===== src/rtl/pipe_ctrl_pkg.sv =====
// Shared types for the pipeline hazard controller: sequencer states and
// operand-forwarding select encodings.
package pipe_ctrl_pkg;

    typedef enum logic [1:0] {
        INIT,
        RUN,
        MEM_WAIT,
        FLUSH
    } ctrl_state_t;

    typedef enum logic [1:0] {
        FWD_RF = 2'b00,
        FWD_W  = 2'b01,
        FWD_M  = 2'b10
    } fwd_sel_t;

    // Wide enough for the largest legal wait-state timeout (255).
    localparam int unsigned CNT_W = 8;

endpackage


===== src/rtl/pipeline_hazard_ctrl_fwd_select.sv =====
// Forwarding compare for one E-stage source operand: the newest in-flight
// writer (M before W) wins; register 0 is an ordinary register.
module fwd_select
    import pipe_ctrl_pkg::*;
#(
    parameter int unsigned REG_AW = 4
) (
    input  logic [REG_AW-1:0] src,
    input  logic [REG_AW-1:0] wa3_m,
    input  logic              reg_write_m,
    input  logic [REG_AW-1:0] wa3_w,
    input  logic              reg_write_w,
    output fwd_sel_t          sel
);

    always_comb begin
        sel = FWD_RF;
        if (reg_write_m && (wa3_m == src)) begin
            sel = FWD_M;
        end else if (reg_write_w && (wa3_w == src)) begin
            sel = FWD_W;
        end
    end

endmodule


===== src/rtl/pipeline_hazard_ctrl.sv =====
// Central stall/flush/enable sequencer for the 5-stage pipeline: branch flush,
// data-memory wait states with timeout, load-use stalls and E-stage forwarding.
module pipeline_hazard_ctrl
    import pipe_ctrl_pkg::*;
#(
    parameter int unsigned REG_AW      = 4,
    parameter int unsigned MEM_TIMEOUT = 15,
    parameter int unsigned PERF_W      = 16
) (
    input  logic              clk,
    input  logic              rst,
    input  logic [REG_AW-1:0] ra1_d,
    input  logic [REG_AW-1:0] ra2_d,
    input  logic [REG_AW-1:0] ra1_e,
    input  logic [REG_AW-1:0] ra2_e,
    input  logic [REG_AW-1:0] wa3_e,
    input  logic              reg_write_e,
    input  logic              mem_to_reg_e,
    input  logic [REG_AW-1:0] wa3_m,
    input  logic              reg_write_m,
    input  logic [REG_AW-1:0] wa3_w,
    input  logic              reg_write_w,
    input  logic              mem_access_m,
    input  logic              mem_ready,
    input  logic              pcsrc_w,
    output logic              stall_f,
    output logic              stall_d,
    output logic              flush_d,
    output logic              flush_e,
    output logic              flush_m,
    output logic              en_m,
    output logic              en_w,
    output logic [1:0]        fwd_a_e,
    output logic [1:0]        fwd_b_e,
    output logic              mem_req,
    output logic              mem_err,
    output logic [PERF_W-1:0] stall_cycles
);

    ctrl_state_t       state_q, state_d;
    logic [CNT_W-1:0]  cnt_q, cnt_d;
    logic              mem_err_q, mem_err_d;
    logic [PERF_W-1:0] stall_cycles_q, stall_cycles_d;

    fwd_sel_t fwd_a_sel, fwd_b_sel;
    logic     load_use;
    logic     timeout;

    fwd_select #(.REG_AW(REG_AW)) u_fwd_a (
        .src         (ra1_e),
        .wa3_m       (wa3_m),
        .reg_write_m (reg_write_m),
        .wa3_w       (wa3_w),
        .reg_write_w (reg_write_w),
        .sel         (fwd_a_sel)
    );

    fwd_select #(.REG_AW(REG_AW)) u_fwd_b (
        .src         (ra2_e),
        .wa3_m       (wa3_m),
        .reg_write_m (reg_write_m),
        .wa3_w       (wa3_w),
        .reg_write_w (reg_write_w),
        .sel         (fwd_b_sel)
    );

    assign load_use = mem_to_reg_e && reg_write_e && ((wa3_e == ra1_d) || (wa3_e == ra2_d));
    assign timeout  = (cnt_q == CNT_W'(MEM_TIMEOUT));

    always_ff @(posedge clk or posedge rst) begin
        if (rst) begin
            state_q        <= INIT;
            cnt_q          <= '0;
            mem_err_q      <= 1'b0;
            stall_cycles_q <= '0;
        end else begin
            state_q        <= state_d;
            cnt_q          <= cnt_d;
            mem_err_q      <= mem_err_d;
            stall_cycles_q <= stall_cycles_d;
        end
    end

    always_comb begin
        state_d   = state_q;
        cnt_d     = cnt_q;
        mem_err_d = mem_err_q;
        case (state_q)
            INIT: state_d = RUN;
            RUN: begin
                if (pcsrc_w) begin
                    state_d = FLUSH;
                end else if (mem_access_m && !mem_ready) begin
                    state_d = MEM_WAIT;
                    cnt_d   = CNT_W'(1);
                end
            end
            MEM_WAIT: begin
                // A retiring branch makes the waiting access wrong-path; drop it without flagging an error.
                if (pcsrc_w) begin
                    state_d = FLUSH;
                    cnt_d   = '0;
                end else if (mem_ready) begin
                    state_d = RUN;
                    cnt_d   = '0;
                end else if (timeout) begin
                    state_d   = RUN;
                    cnt_d     = '0;
                    mem_err_d = 1'b1;
                end else begin
                    cnt_d = cnt_q + CNT_W'(1);
                end
            end
            FLUSH:   state_d = RUN;
            default: state_d = INIT;
        endcase
    end

    always_comb begin
        stall_f = 1'b0;
        stall_d = 1'b0;
        flush_d = 1'b0;
        flush_e = 1'b0;
        flush_m = 1'b0;
        en_m    = 1'b1;
        en_w    = 1'b1;
        mem_req = 1'b0;
        if (rst) begin
            flush_d = 1'b1;
            flush_e = 1'b1;
            flush_m = 1'b1;
        end else begin
            case (state_q)
                RUN: begin
                    if (pcsrc_w) begin
                        flush_d = 1'b1;
                        flush_e = 1'b1;
                        flush_m = 1'b1;
                    end else if (mem_access_m && !mem_ready) begin
                        mem_req = 1'b1;
                        stall_f = 1'b1;
                        stall_d = 1'b1;
                        en_m    = 1'b0;
                    end else if (mem_access_m) begin
                        mem_req = 1'b1;
                    end else if (load_use) begin
                        stall_f = 1'b1;
                        stall_d = 1'b1;
                        flush_e = 1'b1;
                    end
                end
                MEM_WAIT: begin
                    if (pcsrc_w) begin
                        flush_d = 1'b1;
                        flush_e = 1'b1;
                        flush_m = 1'b1;
                    end else begin
                        mem_req = 1'b1;
                        if (!mem_ready) begin
                            stall_f = 1'b1;
                            stall_d = 1'b1;
                            // On timeout the stuck M op is replaced by a bubble instead of held.
                            if (timeout) begin
                                flush_m = 1'b1;
                            end else begin
                                en_m = 1'b0;
                            end
                        end
                    end
                end
                FLUSH: begin
                    flush_d = 1'b1;
                    flush_e = 1'b1;
                end
                default: begin
                    flush_d = 1'b1;
                    flush_e = 1'b1;
                    flush_m = 1'b1;
                end
            endcase
        end
    end

    always_comb begin
        stall_cycles_d = stall_cycles_q;
        if (stall_f && (stall_cycles_q != '1)) begin
            stall_cycles_d = stall_cycles_q + PERF_W'(1);
        end
    end

    assign fwd_a_e      = (rst || state_q == INIT) ? FWD_RF : fwd_a_sel;
    assign fwd_b_e      = (rst || state_q == INIT) ? FWD_RF : fwd_b_sel;
    assign mem_err      = mem_err_q;
    assign stall_cycles = stall_cycles_q;

endmodule

===== config.mk =====
export PLATFORM = sky130hd
export DESIGN_NAME = pipeline_hazard_ctrl
export DESIGN_NICKNAME = d
export VERILOG_FILES = /design/src/rtl/pipe_ctrl_pkg.sv /design/src/rtl/pipeline_hazard_ctrl_fwd_select.sv /design/src/rtl/pipeline_hazard_ctrl.sv
export SDC_FILE = /design/constraint.sdc
export NUM_CORES = 1
export LEC_CHECK = 0
export CAP_MARGIN = 15
export CORE_UTILIZATION = 23
export DETAILED_ROUTE_END_ITERATION = 10
export MAX_ROUTING_LAYER = met4
export PLACE_DENSITY_LB_ADDON = 0.08
export SLEW_MARGIN = 20
export SYNTH_ARGS = -nofsm -noshare
export SYNTH_HDL_FRONTEND = slang
export SYNTH_SLANG_ARGS = --single-unit

===== constraint.sdc =====
create_clock -name clk -period 2.5 [get_ports clk]
set_input_delay 0.625 -clock clk [delete_from_list [all_inputs] [get_ports clk]]
set_output_delay 0.625 -clock clk [all_outputs]
set_load 0.01 [all_outputs]

==> results_slide.txt <==
Synthesis and Place & Route Summary

Status
  – Status: finished clean

Layout
  – Layout fillers: approximately 800
  – Sequential portion of the cell area: between 20% and 30%
  – Non-Clock Buffer Count: approximately 100
  – Layout cells sized above 1: 22.8%
  – Final non-filler cell area: 2880 um^2
  – Count of clock buffers in the final design: 3
  – Top logic cells by instance count in the layout: sky130_fd_sc_hd__buf_4 (37), sky130_fd_sc_hd__clkdlybuf4s50_1 (28), sky130_fd_sc_hd__dfrtp_1 (27), sky130_fd_sc_hd__xnor2_1 (25), sky130_fd_sc_hd__dlygate4sd2_1 (20)
  – Largest cell class by area: multi-input combinational cells
  – Fraction of area in multi-input gates: a little under 40%
  – Clock tree cell share of total cell area: under 10%
  – Number of flip-flops in the largest register: 16
  – Combined area of the multi-input logic cells: 1130 um^2

Final timing
  – Part of the cycle the worst path needs: between 90% and 100%
  – Setup TNS Final: 0 ns
  – Unrepaired setup endpoints after global routing: yes

Synth
  – Cell count in the Yosys report: between 150 and 200
  – Ranking of synthesized cells by area: sky130_fd_sc_hd__dfrtp_1 (37%), sky130_fd_sc_hd__xnor2_1 (13%), sky130_fd_sc_hd__xor2_1 (5.8%)
  – Area fraction in and, or, nand and nor cells: roughly a quarter
  – Post-synth regs: 27
  – Number of synthesis warnings: 0
  – Synthesized-area fraction occupied by adder cells: approximately 3.5%
  – EDFF count, synth: 0
  – Most area-hungry cell type in the Yosys netlist: sky130_fd_sc_hd__dfrtp_1

Power
  – Final Total Pwr: around 1.2 mW
  – Peak supply drop: roughly 0.24 mV
  – Sequential cell fraction of total power: around two fifths
  – Share of total power in combinational logic: about 37%
  – Power density of the placed cells: around 430 nW/um^2

Clock tree
  – Post-CTS Repair Setup Buffers: 1
  – Clock tree from TritonCTS: built
  – Clock Sinks: 27

Critical path
  – Crit path to: flush_m
  – Worst flop-to-flop path startpoint: state_q[0]
  – FF-to-FF setup slack: between 0.3 and 0.4 ns
  – Cells along the critical path: ha_2, nand4b_1, nor4_4, a31oi_1, o21ai_1, buf_2
  – Buffer and inverter count on the worst path: 1
  – Data required time of the critical path: approximately 1.9 ns
  – CP peak stage delay: ~0.37 ns
  – Instance count on the critical path: 6
  – Arrival time of the worst setup path: around 1.9 ns

Global routing
  – Global-route usage over all layers: between 10% and 20%
  – M1 GR Usage: between 15 and 20%
  – Global routing's busiest layer: met2

Route
  – Number of optimization iterations in the first detailed-route pass: 4
  – Met2 WL: roughly 2.5 mm

Placement
  – Port bufs: roughly 64

Die
  – Core Density at Floorplan: around 24%
  – Row count: 31
  – Chip area: 8240 um^2
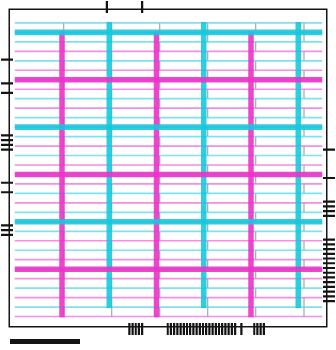
Figure 1: floorplan with the power grid.
Bar = 20 um. Pins as bars on the die edge. Tap cells in grey.
[cyan] VDD
[magenta] VSS
met5 straps: 6
tap cells: 99
met4 straps: 6

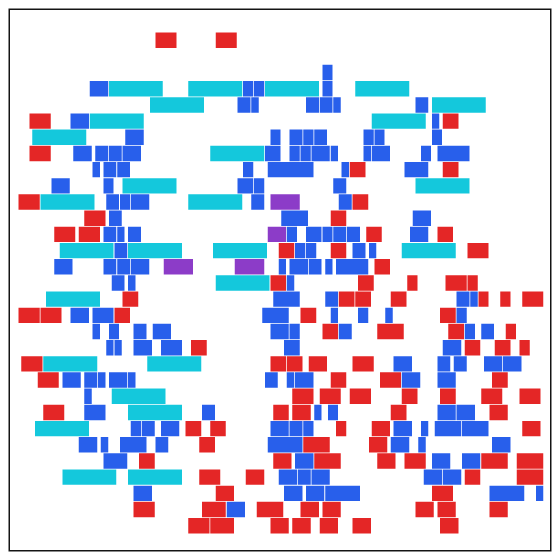
Figure 2: placed cells, one colour a class.
[blue] combinational and other logic | cells: 162
[cyan] flops | cells: 27
[purple] clock drivers and dummy loads | cells: 4
[red] other buffers and delay cells | cells: 101

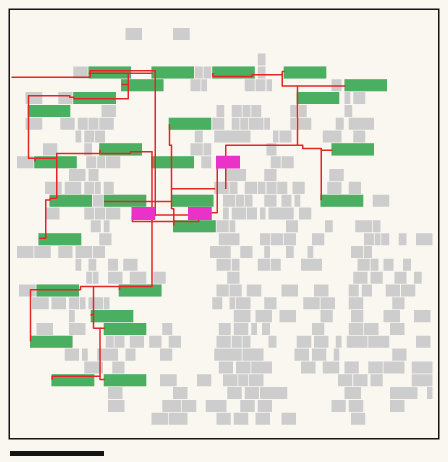
Figure 3: clock wires, drivers and flops.
Bar = 20 um.
[red] clock wires | length: 443 um
[magenta] clock drivers | count: 3
[green] flip-flops | count: 27
flops lie: spread over the die
routed clock nets: 4

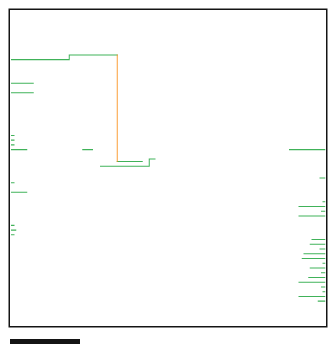
Figure 4: wiring by layer.
Bar = 20 um. Only two layers are drawn.
[orange] metal 4 | wire length: 30.6 um
[green] metal 3 | wire length: 162 um

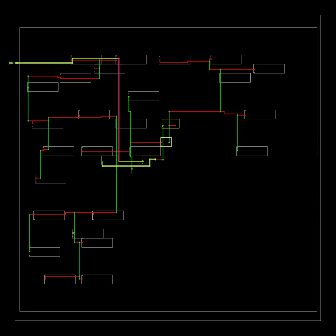
Figure 5: clock nets.
Layout Skew: 0.0118 ns
TritonCTS buffer count: 3
clock latency of the later-clocked register in the worst-skew pair: 0.29 ns

Power figures rest on the tool's default switching activity, not on a simulated workload.
